==> src/rtl/vmem_seq_if.sv <==
// Memory-side bus of the vector core: one address, read/write strobes and
// separate write/read data paths. DataIn is valid the cycle after RD.
interface vmem_seq_if #(
  parameter int AW = 16,
  parameter int EW = 16
);
  logic [AW-1:0] Addr;
  logic          RD;
  logic          WR;
  logic [EW-1:0] dataOut;
  logic [EW-1:0] DataIn;

  modport master (
    output Addr,
    output RD,
    output WR,
    output dataOut,
    input  DataIn
  );

  modport slave (
    input  Addr,
    input  RD,
    input  WR,
    input  dataOut,
    output DataIn
  );
endinterface

==> src/rtl/vmem_seq.sv <==
// Memory-port sequencer/arbiter: shares the 16-bit bus between instruction
// fetch and vector load/store, splitting a VLD/VST into ELEMS element transfers.
//
// state        | meaning
// -------------+--------------------------------------------------------------
// S_IDLE       | bus quiet, vready=1; vreq beats fetch_req
// S_FETCH      | fetch read issued at captured address
// S_FETCH_RESP | DataIn returned to the fetch requester
// S_VLOAD      | read element k; capture element k-1 from DataIn
// S_VLOAD_TAIL | no strobe; capture last element
// S_VSTORE     | write element k
// S_DONE       | vdone pulse
module vmem_seq #(
  parameter int ELEMS = 16,
  parameter int EW    = 16,
  parameter int AW    = 16
) (
  input  logic                Clk1,
  input  logic                Reset,
  input  logic                fetch_req,
  input  logic [AW-1:0]       fetch_addr,
  output logic                fetch_gnt,
  output logic                fetch_valid,
  output logic [EW-1:0]       fetch_data,
  input  logic                vreq,
  input  logic                vwrite,
  input  logic [AW-1:0]       vbase,
  input  logic [ELEMS*EW-1:0] vwdata,
  output logic                vready,
  output logic                vdone,
  output logic [ELEMS*EW-1:0] vrdata,
  vmem_seq_if.master          mem
);

  localparam int KW = $clog2(ELEMS);

  typedef enum logic [2:0] {
    S_IDLE,
    S_FETCH,
    S_FETCH_RESP,
    S_VLOAD,
    S_VLOAD_TAIL,
    S_VSTORE,
    S_DONE
  } state_t;

  state_t              state;
  logic [KW-1:0]       k_q;
  logic [AW-1:0]       base_q;
  logic [ELEMS*EW-1:0] store_q;
  logic [ELEMS*EW-1:0] vrdata_q;
  logic [AW-1:0]       addr_q;
  logic                rd_q;
  logic                wr_q;
  logic [EW-1:0]       dout_q;
  logic                vdone_q;
  logic                fvalid_q;

  logic [KW-1:0]       k_nxt;
  logic [KW-1:0]       k_prev;
  logic                last_k;
  logic [AW-1:0]       addr_nxt;

  assign k_nxt    = k_q + 1'b1;
  assign k_prev   = k_q - 1'b1;
  assign last_k   = (k_q == KW'(ELEMS - 1));
  assign addr_nxt = base_q + AW'(k_nxt);

  // Grant is combinational so the requester can drop fetch_req the same cycle.
  assign fetch_gnt   = Reset && (state == S_IDLE) && fetch_req && !vreq;
  assign vready      = (state == S_IDLE);
  assign fetch_valid = fvalid_q;
  assign fetch_data  = fvalid_q ? mem.DataIn : '0;
  assign vdone       = vdone_q;
  assign vrdata      = vrdata_q;

  assign mem.Addr    = addr_q;
  assign mem.RD      = rd_q;
  assign mem.WR      = wr_q;
  assign mem.dataOut = dout_q;

  always_ff @(posedge Clk1 or negedge Reset) begin
    if (!Reset) begin
      state    <= S_IDLE;
      k_q      <= '0;
      base_q   <= '0;
      store_q  <= '0;
      vrdata_q <= '0;
      addr_q   <= '0;
      rd_q     <= 1'b0;
      wr_q     <= 1'b0;
      dout_q   <= '0;
      vdone_q  <= 1'b0;
      fvalid_q <= 1'b0;
    end else begin
      vdone_q  <= 1'b0;
      fvalid_q <= 1'b0;
      case (state)
        S_IDLE: begin
          if (vreq) begin
            base_q <= vbase;
            k_q    <= '0;
            addr_q <= vbase;
            if (vwrite) begin
              wr_q    <= 1'b1;
              dout_q  <= vwdata[EW-1:0];
              store_q <= vwdata >> EW;
              state   <= S_VSTORE;
            end else begin
              rd_q  <= 1'b1;
              state <= S_VLOAD;
            end
          end else if (fetch_req) begin
            addr_q <= fetch_addr;
            rd_q   <= 1'b1;
            state  <= S_FETCH;
          end
        end
        S_FETCH: begin
          rd_q     <= 1'b0;
          addr_q   <= '0;
          fvalid_q <= 1'b1;
          state    <= S_FETCH_RESP;
        end
        S_FETCH_RESP: begin
          state <= S_IDLE;
        end
        S_VLOAD: begin
          // DataIn now carries the element read one cycle earlier.
          if (k_q != '0) begin
            vrdata_q[k_prev*EW +: EW] <= mem.DataIn;
          end
          if (last_k) begin
            rd_q   <= 1'b0;
            addr_q <= '0;
            state  <= S_VLOAD_TAIL;
          end else begin
            addr_q <= addr_nxt;
          end
          k_q <= k_nxt;
        end
        S_VLOAD_TAIL: begin
          vrdata_q[(ELEMS-1)*EW +: EW] <= mem.DataIn;
          vdone_q <= 1'b1;
          state   <= S_DONE;
        end
        S_VSTORE: begin
          if (last_k) begin
            wr_q    <= 1'b0;
            addr_q  <= '0;
            dout_q  <= '0;
            vdone_q <= 1'b1;
            state   <= S_DONE;
          end else begin
            addr_q  <= addr_nxt;
            dout_q  <= store_q[EW-1:0];
            store_q <= store_q >> EW;
          end
          k_q <= k_nxt;
        end
        S_DONE: begin
          state <= S_IDLE;
        end
        default: begin
          state <= S_IDLE;
        end
      endcase
    end
  end

endmodule

==> src/flat_wrapper.sv <==
// flat-port wrapper written by rule: the top's interface ports become plain ports
module vmem_seq_flat 
#(
  parameter int ELEMS = 16,
  parameter int EW    = 16,
  parameter int AW    = 16
)
  (Clk1, Reset, fetch_req, fetch_addr, fetch_gnt, fetch_valid, fetch_data, vreq, vwrite, vbase, vwdata, vready, vdone, vrdata, mem_Addr, mem_RD, mem_WR, mem_dataOut, mem_DataIn);
  vmem_seq_if #(.AW(AW), .EW(EW)) mem_i ();
  input  logic Clk1;
  input  logic Reset;
  input  logic fetch_req;
  input  logic [AW-1:0] fetch_addr;
  output logic fetch_gnt;
  output logic fetch_valid;
  output logic [EW-1:0] fetch_data;
  input  logic vreq;
  input  logic vwrite;
  input  logic [AW-1:0] vbase;
  input  logic [ELEMS*EW-1:0] vwdata;
  output logic vready;
  output logic vdone;
  output logic [ELEMS*EW-1:0] vrdata;
  output wire logic [$bits(mem_i.Addr)-1:0] mem_Addr;
  output wire logic [$bits(mem_i.RD)-1:0] mem_RD;
  output wire logic [$bits(mem_i.WR)-1:0] mem_WR;
  output wire logic [$bits(mem_i.dataOut)-1:0] mem_dataOut;
  input wire logic [$bits(mem_i.DataIn)-1:0] mem_DataIn;
  assign mem_Addr = mem_i.Addr;
  assign mem_RD = mem_i.RD;
  assign mem_WR = mem_i.WR;
  assign mem_dataOut = mem_i.dataOut;
  assign mem_i.DataIn = mem_DataIn;
  vmem_seq #(.ELEMS(ELEMS), .EW(EW), .AW(AW)) u_core (.Clk1(Clk1), .Reset(Reset), .fetch_req(fetch_req), .fetch_addr(fetch_addr), .fetch_gnt(fetch_gnt), .fetch_valid(fetch_valid), .fetch_data(fetch_data), .vreq(vreq), .vwrite(vwrite), .vbase(vbase), .vwdata(vwdata), .vready(vready), .vdone(vdone), .vrdata(vrdata), .mem(mem_i));
endmodule
==> config.mk <==
export PLATFORM = sky130hd
export DESIGN_NAME = vmem_seq_flat
export DESIGN_NICKNAME = d
export VERILOG_FILES = /design/src/rtl/vmem_seq_if.sv /design/src/rtl/vmem_seq.sv /design/src/flat_wrapper.sv
export SDC_FILE = /design/constraint.sdc
export NUM_CORES = 1
export LEC_CHECK = 0
export CORE_ASPECT_RATIO = 1.25
export CORE_MARGIN = 10
export CORE_UTILIZATION = 45
export CTS_CLUSTER_SIZE = 16
export DETAILED_ROUTE_END_ITERATION = 7
export HOLD_SLACK_MARGIN = 0.02
export PLACE_DENSITY = 0.84
export SLEW_MARGIN = 20
export SYNTH_ARGS = -nofsm -noshare
export SYNTH_HDL_FRONTEND = slang
export SYNTH_SLANG_ARGS = --single-unit
==> constraint.sdc <==
create_clock -name Clk1 -period 2.93 [get_ports Clk1]
set_input_delay 0.4395 -clock Clk1 [delete_from_list [all_inputs] [get_ports Clk1]]
set_output_delay 0.4395 -clock Clk1 [all_outputs]
set_load 0.01 [all_outputs]
### Metal 1

(1.5 px per um) Supply wires on this layer in grey.
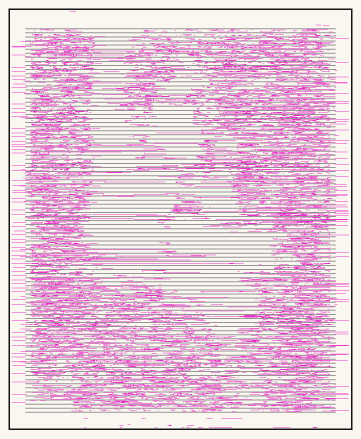
main direction: horizontal
share of all routed wire: 35%
wire length on this layer: 30.7 mm
GRT met1 Usage: 28.9%
final wirelength: 87.0 mm
DR vias: 21600

==> flow_metrics.env <==
# flow metrics
export IMPL_seq_area_share_pct=42.3
export IMPL_tns_ns=0
export IMPL_portBuffers=618
export IMPL_critPathMaxFanout=12
export IMPL_outcome="completed"
export IMPL_cp_required_ns=2.49
export IMPL_yosys_area_um2=24200
export IMPL_postPlaceCellArea_um2=31100
export IMPL_flop_area_um2=13900
export IMPL_dp_cells=3792
export IMPL_syn_cell_area_um2=24200
export IMPL_cp_endpoint="vready"
export IMPL_period_used_pct=93.8
export IMPL_comb_share_pct=28.1
export IMPL_fp_util_pct=45.7
export IMPL_post_cts_resize_count=0
export IMPL_tightestPinTransition_ns=0.970
export IMPL_via_per_inst=5.52
export IMPL_cts_num_sinks=555
export IMPL_core_um2=52900
export IMPL_synthCells=2623
export IMPL_drtIter0Drc=1947
export IMPL_hp_class="in -> reg"
export IMPL_path_cells="nor3_2 -> clkdlybuf4s50_1"
export IMPL_post_cts_buffers=0
export IMPL_ir_drop_mv=0.556
export IMPL_drv_slew=0
export IMPL_holdBufCountCts=1
export IMPL_crit_type="reg -> out"
export IMPL_cts_tree="yes"
export IMPL_grt_pass1_vias=21400
export IMPL_hold_violations=0
export IMPL_crit_cells=2
export IMPL_gr_total_overflow=0
export IMPL_clk_share_pct=5.26
export IMPL_fin_crit_ns=2.75
export IMPL_die_h_um=279
export IMPL_holdWs_ns=0.398
export IMPL_power_switching_mw=11.3
export IMPL_arrival_ns=2.31
export IMPL_p_per_area_nw_per_um2=951
export IMPL_flops=555
export IMPL_max_slew_margin_pct=35.4
export IMPL_yosysSeqAreaShare_pct=57.5
export IMPL_synth_top_cells_by_count="781 x nand2_1, 555 x dfrtp_1, 254 x nor2_1"
export IMPL_end_kind="output pin"
export IMPL_antenna_found_initial=31
export IMPL_drive_above_1_share_pct=6.71
export IMPL_worstHoldEndpoint="u_core.store_q[0]$_DFFE_PN0P_"
### Routing congestion map

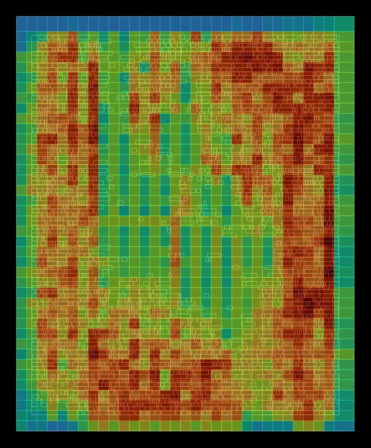
utilization after layout: 62.1%
layer with the highest usage: met2
met3 Use GR: 8.54%
met2 usage: 43.4%

[routing by layer]
metal	part of all wire, %	GRT usage (%)	vias up	routed length (um)
li1	-	-	9931	-
met1	35	28.9	10300	30700
met2	47	43.4	985	41200
met3	10	8.54	277	8760
met4	7.1	18.0	26	6160
met5	0.18	0	-	154
[worst min-delay path: stages]
cell and delay, ns:
clkdlybuf4s50_1 0.39, nand2_1 0.05, a31oi_1 0.07
[power groups by stage]
stage | sequential, mW | combinational (mW) | clock, mW
global route | 12.8 | 13.0 | 7.28
floorplan | 12.6 | 6.07 | 0
global placement | 12.4 | 11.5 | 0
detailed placement | 12.5 | 11.9 | 0
finish | 12.5 | 11.9 | 6.89
CTS | 12.5 | 12.0 | 6.98
[cells by family after synthesis]
family                   count (synthesis)  synth area share, %
AND-OR/OR-AND                          553                 13.7
multiplexers                            79                 3.52
flip-flops                             555                 57.5
AND/OR/NAND/NOR                       1160                 19.4
buffers and inverters                  244                 4.50
adder cells (fa/ha/maj)                 12                0.652
XOR/XNOR                                20                0.756
[cell usage in the layout, fill, tap and decap left out, types with 4 or more instances in the layout]
master / count
ha_1: 11
xnor2_1: 12
o21ai_1: 4
a22o_1: 33
mux2_2: 27
o221ai_1: 4
nor2_1: 254
mux2i_1: 32
clkinv_2: 10
nand2_1: 781
diode_2: 20
nor2b_1: 5
clkbuf_16: 54
and3_1: 25
buf_4: 69
mux2_1: 20
a31oi_1: 225
clkbuf_1: 11
nor3_1: 10
and2_1: 22
buf_12: 13
clkinvlp_4: 6
nand3_1: 30
xor2_1: 6
dfrtp_1: 555
nand4_1: 4
a21oi_1: 35
clkbuf_8: 7
clkdlybuf4s50_1: 616
o31ai_1: 18
inv_1: 42
o21ai_0: 210
o21a_1: 5
